Figure 1. Met3 routing (run 1).
Scale: 2 px per um.
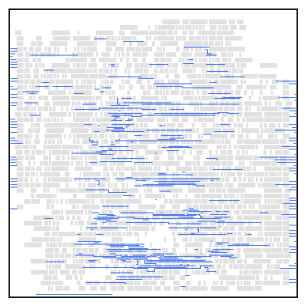
Figure 2. Power grid (run 1).
Scale: 2 px per um. Pins as bars on the die edge. Tap cells in gray.
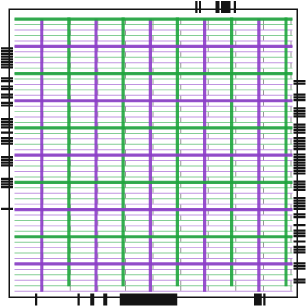
Figure 3. Clock wiring as the flow saved it (run 1).
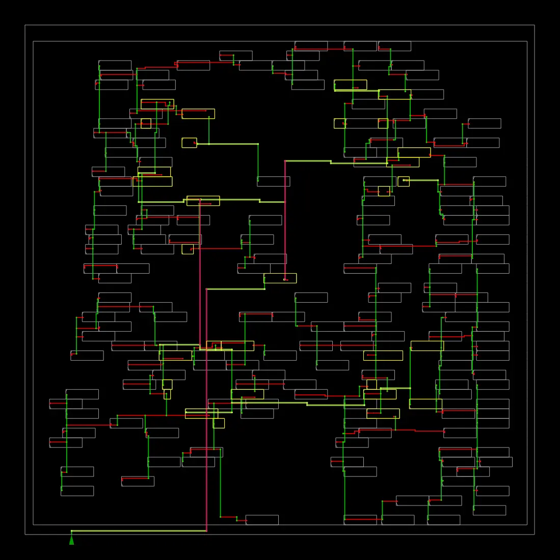
Figure 4. Met2 routing (run 1).
Scale: 2 px per um.
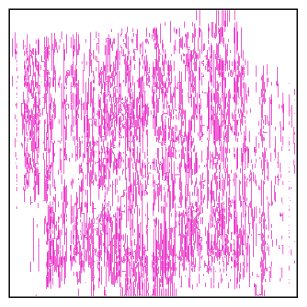
--- src/rtl/div_pkg.sv ---
// ============================================================================
// Module      : div_pkg
// Description : Shared state encoding, constants and helpers for the
//               sequential divider.
// Revision    : 1.0 - initial release
// ============================================================================
`default_nettype none

package div_pkg;

    localparam logic [1:0] S_IDLE = 2'd0;
    localparam logic [1:0] S_RUN  = 2'd1;
    localparam logic [1:0] S_FIX  = 2'd2;
    localparam logic [1:0] S_DONE = 2'd3;

    localparam int DIV_ITER = 32;

    localparam logic [31:0] DIV_ZERO_Q = 32'hFFFF_FFFF;

    // Conditional two's-complement negate: used for both the operand
    // magnitudes and the final sign fix-up.
    function automatic logic [31:0] cond_neg(input logic [31:0] x, input logic neg);
        return neg ? (~x + 32'd1) : x;
    endfunction

endpackage

`default_nettype wire

--- src/rtl/div_seq_if.sv ---
// ============================================================================
// Module      : div_seq_if
// Description : Launch/result bundle between the EX stage and the divider.
//               Optional macro: DIV_ZERO_FLAG_EN adds div_zero_o.
// Revision    : 1.0 - initial release
// ============================================================================
`default_nettype none

interface div_seq_if #(
    parameter int WIDTH = 32
);
    logic             start_i;
    logic             signed_i;
    logic [WIDTH-1:0] a_i;
    logic [WIDTH-1:0] b_i;
    logic             cancel_i;
    logic             busy_o;
    logic             done_o;
    logic [WIDTH-1:0] quo_o;
    logic [WIDTH-1:0] rem_o;
`ifdef DIV_ZERO_FLAG_EN
    logic             div_zero_o;
`endif

    modport master (
`ifdef DIV_ZERO_FLAG_EN
        input  div_zero_o,
`endif
        output start_i, signed_i, a_i, b_i, cancel_i,
        input  busy_o, done_o, quo_o, rem_o
    );

    modport slave (
`ifdef DIV_ZERO_FLAG_EN
        output div_zero_o,
`endif
        input  start_i, signed_i, a_i, b_i, cancel_i,
        output busy_o, done_o, quo_o, rem_o
    );

endinterface

`default_nettype wire

--- src/rtl/div_step.sv ---
// ============================================================================
// Module      : div_step
// Description : One combinational restoring-division step on a 33-bit
//               subtractor.
// Revision    : 1.0 - initial release
// ============================================================================
`default_nettype none

module div_step #(
    parameter int WIDTH = 32
) (
    input  wire [WIDTH-1:0] r,
    input  wire             dvd_msb,
    input  wire [WIDTH-1:0] dvs,
    output logic [WIDTH-1:0] r_next,
    output logic             q_bit
);

    logic [WIDTH:0] w_shift;
    logic [WIDTH:0] w_diff;

    always_comb begin
        w_shift = {r, dvd_msb};
        w_diff  = w_shift - {1'b0, dvs};
        q_bit   = ~w_diff[WIDTH];
        // A borrow means the divisor did not fit: keep the shifted remainder.
        r_next  = q_bit ? w_diff[WIDTH-1:0] : w_shift[WIDTH-1:0];
    end

endmodule

`default_nettype wire

--- src/rtl/div_seq.sv ---
// ============================================================================
// Module      : div_seq
// Description : Iterative 32-bit DIV/DIVU sequencer with sign fix-up.
//               Optional macro: DIV_ZERO_FLAG_EN (fast divide-by-zero path).
// Revision    : 1.0 - initial release
// ============================================================================
`default_nettype none

module div_seq
    import div_pkg::*;
#(
    parameter int WIDTH = 32,
    parameter int CNT_W = 6
) (
    input  wire     clk,
    input  wire     rst,
    div_seq_if.slave bus
);

    logic [1:0]       r_state;
    logic [1:0]       w_next;
    logic [CNT_W-1:0] r_cnt;
    logic [WIDTH-1:0] r_dvd;
    logic [WIDTH-1:0] r_dvs;
    logic [WIDTH-1:0] r_rem;
    logic [WIDTH-1:0] r_quo_out;
    logic [WIDTH-1:0] r_rem_out;
    logic             r_neg_q;
    logic             r_neg_r;
    logic [WIDTH-1:0] w_rem_next;
    logic             w_q_bit;
    logic             w_launch;
    logic             w_skip_run;
    logic             w_sign_a;
    logic             w_sign_b;
    logic             w_busy;
    logic             w_done;

    assign w_launch = (r_state == S_IDLE) && bus.start_i && !bus.cancel_i;
    assign w_sign_a = bus.signed_i & bus.a_i[WIDTH-1];
    assign w_sign_b = bus.signed_i & bus.b_i[WIDTH-1];

`ifdef DIV_ZERO_FLAG_EN
    logic r_zero;
    assign w_skip_run     = w_launch && (bus.b_i == '0);
    assign bus.div_zero_o = w_done && r_zero;
`else
    assign w_skip_run = 1'b0;
`endif

    div_step #(.WIDTH(WIDTH)) u_step (
        .r       (r_rem),
        .dvd_msb (r_dvd[WIDTH-1]),
        .dvs     (r_dvs),
        .r_next  (w_rem_next),
        .q_bit   (w_q_bit)
    );

    always_ff @(posedge clk or posedge rst) begin
        if (rst) r_state <= S_IDLE;
        else     r_state <= w_next;
    end

    always_comb begin
        w_next = r_state;
        case (r_state)
            S_IDLE: if (w_launch) w_next = w_skip_run ? S_FIX : S_RUN;
            S_RUN: begin
                if (bus.cancel_i)                             w_next = S_IDLE;
                else if (r_cnt == CNT_W'(DIV_ITER - 1))       w_next = S_FIX;
            end
            S_FIX:   w_next = bus.cancel_i ? S_IDLE : S_DONE;
            S_DONE:  w_next = S_IDLE;
            default: w_next = S_IDLE;
        endcase
    end

    always_comb begin
        w_busy = (r_state == S_RUN) || (r_state == S_FIX);
        w_done = (r_state == S_DONE);
    end

    assign bus.busy_o = w_busy;
    assign bus.done_o = w_done;
    assign bus.quo_o  = r_quo_out;
    assign bus.rem_o  = r_rem_out;

    // r_dvd doubles as the quotient register: quotient bits shift in at the LSB
    // as dividend bits leave at the MSB.
    always_ff @(posedge clk or posedge rst) begin
        if (rst) begin
            r_cnt     <= '0;
            r_dvd     <= '0;
            r_dvs     <= '0;
            r_rem     <= '0;
            r_quo_out <= '0;
            r_rem_out <= '0;
            r_neg_q   <= 1'b0;
            r_neg_r   <= 1'b0;
`ifdef DIV_ZERO_FLAG_EN
            r_zero    <= 1'b0;
`endif
        end else begin
            case (r_state)
                S_IDLE: begin
                    if (w_launch) begin
                        r_dvd   <= cond_neg(bus.a_i, w_sign_a);
                        r_dvs   <= cond_neg(bus.b_i, w_sign_b);
                        r_rem   <= '0;
                        r_cnt   <= '0;
                        r_neg_q <= w_sign_a ^ w_sign_b;
                        r_neg_r <= w_sign_a;
`ifdef DIV_ZERO_FLAG_EN
                        r_zero  <= w_skip_run;
                        // Preload the raw zero-divide result so FIX passes it through.
                        if (w_skip_run) begin
                            r_dvd   <= DIV_ZERO_Q;
                            r_rem   <= bus.a_i;
                            r_neg_q <= 1'b0;
                            r_neg_r <= 1'b0;
                        end
`endif
                    end
                end
                S_RUN: begin
                    if (!bus.cancel_i) begin
                        r_rem <= w_rem_next;
                        r_dvd <= {r_dvd[WIDTH-2:0], w_q_bit};
                        r_cnt <= r_cnt + CNT_W'(1);
                    end
                end
                S_FIX: begin
                    if (!bus.cancel_i) begin
                        r_quo_out <= cond_neg(r_dvd, r_neg_q);
                        r_rem_out <= cond_neg(r_rem, r_neg_r);
                    end
                end
                default: ;
            endcase
        end
    end

endmodule

`default_nettype wire

--- src/flat_wrapper.sv ---
// flat-port wrapper written by rule: the top's interface ports become plain ports
module div_seq_flat import div_pkg::*;
#(
    parameter int WIDTH = 32,
    parameter int CNT_W = 6
)
  (clk, rst, bus_start_i, bus_signed_i, bus_a_i, bus_b_i, bus_cancel_i, bus_busy_o, bus_done_o, bus_quo_o, bus_rem_o);
  div_seq_if #(.WIDTH(WIDTH)) bus_i ();
  input  wire clk;
  input  wire rst;
  input wire logic [$bits(bus_i.start_i)-1:0] bus_start_i;
  input wire logic [$bits(bus_i.signed_i)-1:0] bus_signed_i;
  input wire logic [$bits(bus_i.a_i)-1:0] bus_a_i;
  input wire logic [$bits(bus_i.b_i)-1:0] bus_b_i;
  input wire logic [$bits(bus_i.cancel_i)-1:0] bus_cancel_i;
  output wire logic [$bits(bus_i.busy_o)-1:0] bus_busy_o;
  output wire logic [$bits(bus_i.done_o)-1:0] bus_done_o;
  output wire logic [$bits(bus_i.quo_o)-1:0] bus_quo_o;
  output wire logic [$bits(bus_i.rem_o)-1:0] bus_rem_o;
  assign bus_i.start_i = bus_start_i;
  assign bus_i.signed_i = bus_signed_i;
  assign bus_i.a_i = bus_a_i;
  assign bus_i.b_i = bus_b_i;
  assign bus_i.cancel_i = bus_cancel_i;
  assign bus_busy_o = bus_i.busy_o;
  assign bus_done_o = bus_i.done_o;
  assign bus_quo_o = bus_i.quo_o;
  assign bus_rem_o = bus_i.rem_o;
  div_seq #(.WIDTH(WIDTH), .CNT_W(CNT_W)) u_core (.clk(clk), .rst(rst), .bus(bus_i));
endmodule
--- config.mk ---
export PLATFORM = sky130hd
export DESIGN_NAME = div_seq_flat
export DESIGN_NICKNAME = d
export VERILOG_FILES = /design/src/rtl/div_pkg.sv /design/src/rtl/div_seq_if.sv /design/src/rtl/div_step.sv /design/src/rtl/div_seq.sv /design/src/flat_wrapper.sv
export SDC_FILE = /design/constraint.sdc
export NUM_CORES = 1
export LEC_CHECK = 0
export CORE_MARGIN = 2
export CORE_UTILIZATION = 60
export DETAILED_ROUTE_END_ITERATION = 16
export HOLD_SLACK_MARGIN = 0.05
export PLACE_DENSITY = 0.88
export SYNTH_ARGS = -nofsm -noshare
export SYNTH_HDL_FRONTEND = slang
export SYNTH_HIERARCHICAL = 1
export SYNTH_SLANG_ARGS = --single-unit
--- constraint.sdc ---
create_clock -name clk -period 15.49 [get_ports clk]
set_input_delay 3.098 -clock clk [delete_from_list [all_inputs] [get_ports clk]]
set_output_delay 3.098 -clock clk [all_outputs]
set_load 0.03 [all_outputs]
==> summary.rpt, run 1 <==
RUN STATUS
--------------------------------------------------------------------------------
Status ............................................................ finished, final reports clean

FLOORPLAN
--------------------------------------------------------------------------------
Die outline area ..................................................  20500 sq um

GLOBAL ROUTING
--------------------------------------------------------------------------------
Number of antenna violations at the first check in global routing .            0
Number of global-route vias before repair .........................         9855
Total global-route track usage ....................................        30.8%

CLOCK TREE
--------------------------------------------------------------------------------
Clock tree from TritonCTS .........................................         done
Maximum level of the CTS H-tree ...................................            4
Max Root-Sink Buffers .............................................            2

WORST HOLD PATH
--------------------------------------------------------------------------------
Worst Min Path Start .............................................. u_core/bus.quo_o[2]

CRITICAL PATH
--------------------------------------------------------------------------------
Worst setup SP type ...............................................   input port
Worst Path Required ...............................................     15.79 ns
Startpoint of the lowest-slack register-to-register path .......... u_core/r_dvd[31]
CP Cell Sequence .................................................. clkdlybuf4s50_1, or4_4, nor4_1, a41oi_1, xnor2_1, o21ai_0
Critical Path Slowest Stage Cell ..................................       nor4_1

PLACEMENT
--------------------------------------------------------------------------------
Count of buffers from port buffering ..............................          134

LOGIC SYNTHESIS
--------------------------------------------------------------------------------
Async set-reset flop share out of synthesis .......................         100%

CELLS AND AREA
--------------------------------------------------------------------------------
Number of antenna repair diodes ...................................            0
Footprint of the multi-input gates ................................   6840 sq um
Area added between synthesis and finish ...........................        17.1%
Fraction of layout instances using a drive strength above 1 .......        6.06%
FILL cells ........................................................         1455

PWR
--------------------------------------------------------------------------------
P per Cell Area ...................................................  245 nW/um^2

DRT
--------------------------------------------------------------------------------
Met3 Wirelength ...................................................      2540 um

Back to the opening pictures, Figure 1:
longest straight run: 52.0 um
share of all routed wire: 8.2%
main direction: horizontal
nets with wire on the layer: 231
wire length on this layer: 2540 um
total via count after detailed routing: 10600
met3 Use GR: 6.70%
drt total wl: 30900 um

Back to the opening pictures, Figure 2:
[purple] VSS
[green] VDD
signal pins: 135
tap cells: 260
met5 straps: 10
met1 rails: 51
Die H: 143 um
Die Span X: 143 um
placeable core region: 18900 sq um
worst voltage drop across the vdd grid: 0.000153 V

Back to the opening pictures, Figure 3:
total of clock buffers placed in the layout: 17
power attributed to the clock group: 430 uW

Back to the opening pictures, Figure 4:
main direction: vertical
longest straight run: 65.3 um
met2 Use GR: 46.1%

run 1: logic make-up (layout without fill, tap and decap cells):
kind of cell | Yosys count | after routing
xor gates and xnor gates | 146 | 146
adders and majority gates | 43 | 43
buffers and inverters | 133 | 229
muxes | 37 | 37
DFF | 170 | 170
AOI/OAI and AO/OA | 353 | 353
and+or+nand+nor | 490 | 490
run 1: tightest hold or removal path: cells and delay by family (launching register included):
| family | cells | cell delay, ns |
|---|---|---|
| DFF | 1 | 0.34 |
| AOI/OAI and AO/OA | 1 | 0.06 |
| and+or+nand+nor | 1 | 0.05 |
run 1: where the power goes:
| part | internal [mW] | total (mW) | switching, mW |
|---|---|---|---|
| sequential | 0.635 | 0.893 | 0.258 |
| combinational | 0.866 | 2.02 | 1.15 |
| clock | 0.240 | 0.430 | 0.190 |
| total | 1.74 | 3.34 | 1.60 |
run 1: synthesized netlist by cell type (all sizes together), types with 7 or more instances:
library cell / count / area (sq um)
o41ai: 19 / 174
xnor2: 52 / 455
ha: 42 / 526
nand3: 51 / 255
nand3b: 8 / 60.1
o31ai: 34 / 255
a31oi: 20 / 125
mux2: 27 / 375
buf: 11 / 96.3
nor2: 46 / 180
nor3: 22 / 110
or4: 17 / 135
clkbuf: 65 / 244
nor4: 22 / 138
inv: 57 / 221
dfrtp: 170 / 4250
nand2: 251 / 942
nand4: 13 / 81.3
or3: 15 / 93.8
and3: 11 / 68.8
a21oi: 50 / 254
mux2i: 10 / 113
o221ai: 14 / 123
nand2b: 8 / 50.1
o21ai: 158 / 791
a21o: 15 / 113
xor2: 94 / 823
nor2b: 7 / 43.8
run 1: registers in the layout, summed over array words and instances (netlist names):
register,count
u_core/r_dvd,32
u_core/r_dvs,32
u_core/bus.rem_o,32
u_core/r_state,2
u_core/r_cnt,6
u_core/bus.quo_o,32
u_core/r_neg_q,1
u_core/r_rem,32
u_core/r_neg_r,1
run 1: area by class of cell:
type | instances | share of cell area, %
Clock inverter | 14 | 1.18
Sequential cell | 170 | 31.2
Clock buffer | 17 | 3.12
Multi-Input combinational cell | 1069 | 50.2
Inverter | 57 | 1.66
Timing Repair Buffer | 141 | 10.2
Tap cell | 260 | 2.39
run 1: through the flow:
stage	std cells	hold WS [ns]	power, mW	setup WS [ns]	utilization (%)
floorplan	1372	0.450	2.40	7.79	-
global placement	1697	0.460	2.78	9.81	69.0
detailed placement	1697	0.469	2.86	9.78	69.0
CTS	1728	0.484	3.31	10.24	72.1
global route	1728	0.494	3.58	10.05	72.1
finish	1728	0.477	3.34	10.16	72.1
run 1: per-layer routing:
metal | GRT usage, % | vias to the layer above
met2 | 46.1 | 503
li1 | - | 5044
met3 | 6.70 | 52
met5 | 0 | -
met1 | 44.6 | 5037
met4 | 10.1 | 0
run 1: cell usage in the layout (no fill, tap or decap), drive strengths merged, types with 7 or more instances in the layout:
master and instances:
nor2b 7, mux2 27, nor2 46, o41ai 19, nand2 251, buf 7
a21oi 50, nand4 13, and3 11, ha 42, a21o 15, or4 17
nand3 51, nand2b 8, or3 15, nand3b 8, dfrtp 170, nor4 22
o31ai 34, xor2 94, o21ai 158, nor3 22, a31oi 20, clkdlybuf4s50 134
o221ai 14, clkbuf 17, xnor2 52, mux2i 10, inv 62
Figure 5. Metal layers overlaid (run 1).
Scale: 2 px per um.
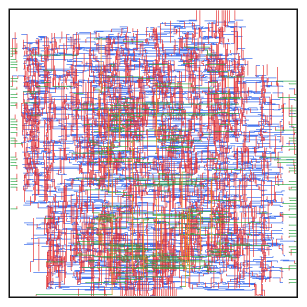

==> run 1 -> run 2 <==
CORE_UTILIZATION = 52   (was 60)
PLACE_DENSITY = 0.81   (was 0.88)
clock period = 4.9 ns   (was 15.49 ns; I/O delays follow)
Figure 6. Metal layers overlaid (run 2).
Scale: 2 px per um.
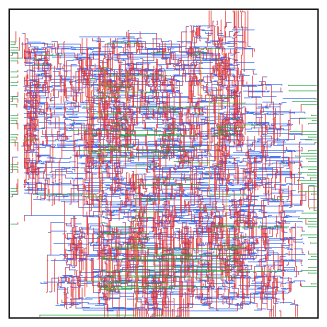
[orange] metal 4 | wire length: 369 um
[red] metal 2 | wire length: 13300 um
[green] metal 3 | wire length: 2100 um
[blue] metal 1 | wire length: 14000 um
drt total wl: 29800 um
total via count after detailed routing: 10400

==> summary.rpt, run 2 <==
CLOCK TREE
--------------------------------------------------------------------------
Max Root-Sink Buffers .......................................            2   unchanged
Maximum level of the CTS H-tree .............................            4   unchanged
Clock tree from TritonCTS ...................................         done

CELLS AND AREA
--------------------------------------------------------------------------
Fraction of layout instances using a drive strength above 1 .        6.32%   +0.26 points
Number of antenna repair diodes .............................            0   unchanged
Area added between synthesis and finish .....................        17.7%
Most frequently placed logic cell in the final layout .......      nand2_1

GLOBAL ROUTING
--------------------------------------------------------------------------
Total global-route track usage ..............................        25.1%   -5.7 points

FLOORPLAN
--------------------------------------------------------------------------
Die outline area ............................................  23600 sq um   +15%
Die H .......................................................       154 um   +7.2%
Placeable core region .......................................  21900 sq um   +16%

CRITICAL PATH
--------------------------------------------------------------------------
Worst Path Required .........................................      5.22 ns   -10.57 ns
Worst setup SP type .........................................    flip-flop

LOGIC SYNTHESIS
--------------------------------------------------------------------------
Async set-reset flop share out of synthesis .................         100%   unchanged
Top cells by area ........................................... dfrtp_1, nand2_1, xor2_1
Ranking of synthesized cells by instance count .............. nand2_1, dfrtp_1, o21ai_0

RUN STATUS
--------------------------------------------------------------------------
Status ...................................................... finished, final reports clean

PWR
--------------------------------------------------------------------------
Cell-internal power .........................................      5.48 mW   +220%
Share of power burned in registers ..........................        26.4%   -0.3 points
Switching Power .............................................      5.03 mW   +210%

run 2: worst max-delay path by stage:
| stage | to | slack (ns) | startpoint |
|---|---|---|---|
| floorplan | u_core/r_rem[10] | 1.59 | u_core/r_dvd[31] |
| global placement | u_core/r_dvd[30] | 1.35 | bus_a_i[16] |
| detailed placement | u_core/r_dvd[30] | 1.28 | bus_a_i[16] |
| CTS | u_core/r_rem[24] | 1.28 | u_core/r_dvd[31] |
| global route | u_core/r_rem[24] | 1.07 | u_core/r_dvd[31] |
| finish | u_core/r_rem[24] | 1.24 | u_core/r_dvd[31] |
run 2: final cells by class:
cell class | instances | area, sq um | area share, %
well taps | 280 | 350 | 2.56
clock buffers | 17 | 425 | 3.11
inverters | 57 | 225 | 1.64
multi-input cells | 1069 | 6840 | 49.9
flip-flops and latches | 170 | 4250 | 31.1
clock inverters | 15 | 174 | 1.27
repair buffers | 144 | 1430 | 10.4
run 2: per-layer routing:
| layer | vias up | part of all wire [%] | global-route usage (%) |
|---|---|---|---|
| li1 | 5060 | - | - |
| met3 | 34 | 7.0 | 4.85 |
| met1 | 4979 | 47 | 36.2 |
| met5 | - | 0 | 0 |
| met2 | 361 | 45 | 38.7 |
| met4 | 0 | 1.2 | 7.03 |
run 2: per-stage QoR:
stage          hold slack, ns  instance area, sq um  std cells  total power [mW]
2_1_floorplan           0.450                 11600       1372              7.58
3_3_place_gp            0.460                 13100       1720              8.84
3_5_place_dp            0.469                 13100       1720              9.03
4_1_cts                 0.485                 13700       1752              10.5
5_1_grt                 0.509                 13700       1752              11.3
6_report                0.476                 13700       1752              10.5
run 2: cells by family after synthesis:
family / share of synthesized area (%)
AND/OR/NAND/NOR: 19.7
AND-OR/OR-AND: 19.0
flip-flops: 36.5
XOR/XNOR: 11.0
buffers and inverters: 4.83
adder cells (fa/ha/maj): 4.69
multiplexers: 4.19
run 2: worst min-delay path, cell delays in order, from the launching register on:
cell	delay (ns)
dfrtp_1	0.34
nand2_1	0.04
o21ai_0	0.05
run 2: power by group through the flow:
stage / combinational [mW] / sequential (mW) / clock, mW
floorplan: 4.69 / 2.89 / 0
global placement: 6.10 / 2.74 / 0
detailed placement: 6.25 / 2.78 / 0
CTS: 6.31 / 2.76 / 1.39
global route: 6.98 / 2.88 / 1.45
finish: 6.37 / 2.78 / 1.37
Figure 7. Power grid (run 2).
Scale: 2 px per um. Pins as bars on the die edge. Tap cells in gray.
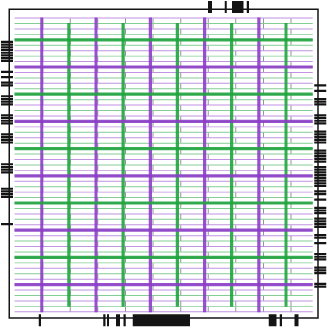

==> run 2 -> run 3 <==
CORE_UTILIZATION = 58   (was 52)
PLACE_DENSITY = 0.85   (was 0.81)
clock period = 3.5 ns   (was 4.9 ns; I/O delays follow)
Figure 8. Power grid (run 3).
Scale: 2 px per um. Pins as bars on the die edge. Tap cells in gray.
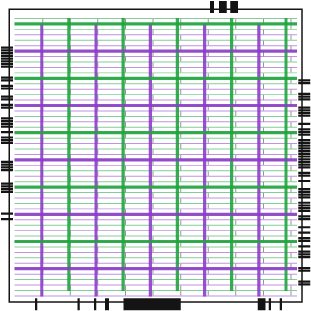
[purple] VSS
[green] VDD
tap cells: 265
rows: 51
met5 straps: 10
met1 rails: 52
placeable core region: 19600 sq um
Die Span X: 146 um
Die H: 146 um
worst voltage drop across the vdd grid: 0.000641 V

==> summary.rpt, run 3 <==
RUN STATUS
--------------------------------------------------------------------------------
Status ............................................................ finished, final reports clean

STA
--------------------------------------------------------------------------------
Fin. Hold Viols ...................................................            0
Final-report max-slew violation count .............................            0
Worst slew pin tran ...............................................      1.06 ns
Post-layout minimum cycle time ....................................      3.35 ns
Worst clock skew ..................................................   0.00989 ns

LOGIC SYNTHESIS
--------------------------------------------------------------------------------
Async set-reset flop share out of synthesis .......................         100%   unchanged
Ranking of synthesized cells by instance count .................... nand2_1, dfrtp_1, o21ai_0
Count of yosys warnings during synthesis ..........................            6
Synthesized chip area reported by yosys ...........................  11600 sq um
Top cells by area ................................................. dfrtp_1, nand2_1, xor2_1
Cell accounting for the most synthesized area .....................      dfrtp_1

CELLS AND AREA
--------------------------------------------------------------------------------
Leading cell types in the layout, fill and taps excluded .......... nand2_1, dfrtp_1, o21ai_0
Area added between synthesis and finish ...........................        20.2%
Most frequently placed logic cell in the final layout .............      nand2_1
FILL cells ........................................................         1566
Fraction of layout instances using a drive strength above 1 .......        8.56%   +2.2 points

GLOBAL ROUTING
--------------------------------------------------------------------------------
Number of antenna violations at the first check in global routing .            0
Total global-route track usage ....................................        29.8%   +4.7 points

DRT
--------------------------------------------------------------------------------
Drt total wl ......................................................     31400 um   +5.7%
Total via count after detailed routing ............................        10900   +4.1%
Post-route antenna net violation count ............................            0

WORST HOLD PATH
--------------------------------------------------------------------------------
Worst min-delay path class ........................................   reg -> reg

FLOORPLAN
--------------------------------------------------------------------------------
Die outline area ..................................................  21200 sq um   -10%
I/O pins ..........................................................          135

PWR
--------------------------------------------------------------------------------
Sum of internal, switching and leakage power ......................      15.4 mW   +47%
Leak pwr ..........................................................      6.22 nW

CLOCK TREE
--------------------------------------------------------------------------------
Max Root-Sink Buffers .............................................            2   unchanged
Maximum level of the CTS H-tree ...................................            4   unchanged

CRITICAL PATH
--------------------------------------------------------------------------------
Worst Path Required ...............................................      3.83 ns   -1.39 ns
Worst setup SP type ...............................................    flip-flop
Critical path arrival .............................................      3.68 ns

PLACEMENT
--------------------------------------------------------------------------------
Count of buffers from port buffering ..............................          134

run 3: cell counts after synthesis:
No cell type changed its count.
run 3: layer usage:
metal / vias up / GRT usage [%] / wire [um]
met5: - / 0 / 0
met4: 0 / 7.99 / 491
met3: 45 / 5.39 / 2590
met1: 5204 / 42.9 / 14200
li1: 5118 / - / -
met2: 499 / 46.5 / 14100
run 3: layout make-up:
class,instances,area [sq um],area share [%]
multi-input cells,1069,6840,48.9
repair buffers,178,1710,12.2
inverters,57,230,1.64
repair inverters,1,8.76,0.0626
flip-flops and latches,170,4260,30.4
clock buffers,18,439,3.14
well taps,265,332,2.37
clock inverters,14,181,1.30
run 3: metrics by stage:
step	TNS [ns]	cells	hold WS, ns	cell area (sq um)	setup WS (ns)
floorplan	0	1372	0.450	11600	0.193
global placement	0	1736	0.460	13300	0.239
detailed placement	0	1736	0.470	13300	0.149
CTS	0	1768	0.485	14000	0.130
global route	-0.0137	1772	0.511	14000	-0.00768
finish	0	1772	0.477	14000	0.152
run 3: worst paths after layout:
path | from | endpoint | slack (ns) | depth (start not counted)
max | u_core/r_dvd[31] | u_core/r_rem[7] | 0.15 | 15
min | u_core/r_dvs[8] | u_core/r_dvs[8] | 0.48 | 2
max reg2reg | u_core/r_dvd[31] | u_core/r_rem[7] | 0.15 | 15
min reg2reg | u_core/r_dvs[8] | u_core/r_dvs[8] | 0.48 | 2
max in group asynchronous | rst | u_core/r_rem[0] | 1.93 | 3
min in group asynchronous | rst | u_core/bus.quo_o[16] | 0.88 | 3
run 3: kinds of logic (layout without fill, tap and decap cells):
kind of cell	Yosys count	in the layout	synth area share (%)
xor gates and xnor gates	146	146	11.0
and+or+nand+nor	490	490	19.7
muxes	37	37	4.19
DFF	170	170	36.5
AOI/OAI and AO/OA	353	353	19.0
adders and majority gates	43	43	4.69
buffers and inverters	133	268	4.83
run 3: worst register-to-register path: stages (launching register included):
cell and delay [ns]:
dfrtp_1 0.34, inv_1 0.04, ha_1 0.21, fa_1 0.40
and2b_1 0.25, o2111ai_2 0.14, a21oi_2 0.22, o211ai_2 0.16
a211oi_4 0.33, nor2_4 0.09, mux2i_4 0.19, and2_4 0.20
inv_6 0.18, mux2_2 0.35, nand3_1 0.07, nand2_1 0.07
run 3: timing repair:
| action | in CTS | in global routing |
|---|---|---|
| hold endpoints to repair | 0 | 0 |
| resized | 0 | 2 |
| setup buffers | 0 | 3 |
| endpoints found under the setup margin | 0 | 20 |
| hold buffers | 0 | 0 |
run 3: where the power goes:
part           total [mW]  internal [mW]  leakage [nW]  switching (mW)
sequential           3.78           2.81          2.20           0.971
clock                1.98           1.10         0.302           0.873
combinational        9.65           4.15          3.71            5.51
No activity file was given, so power comes from the tool's default toggle rates.
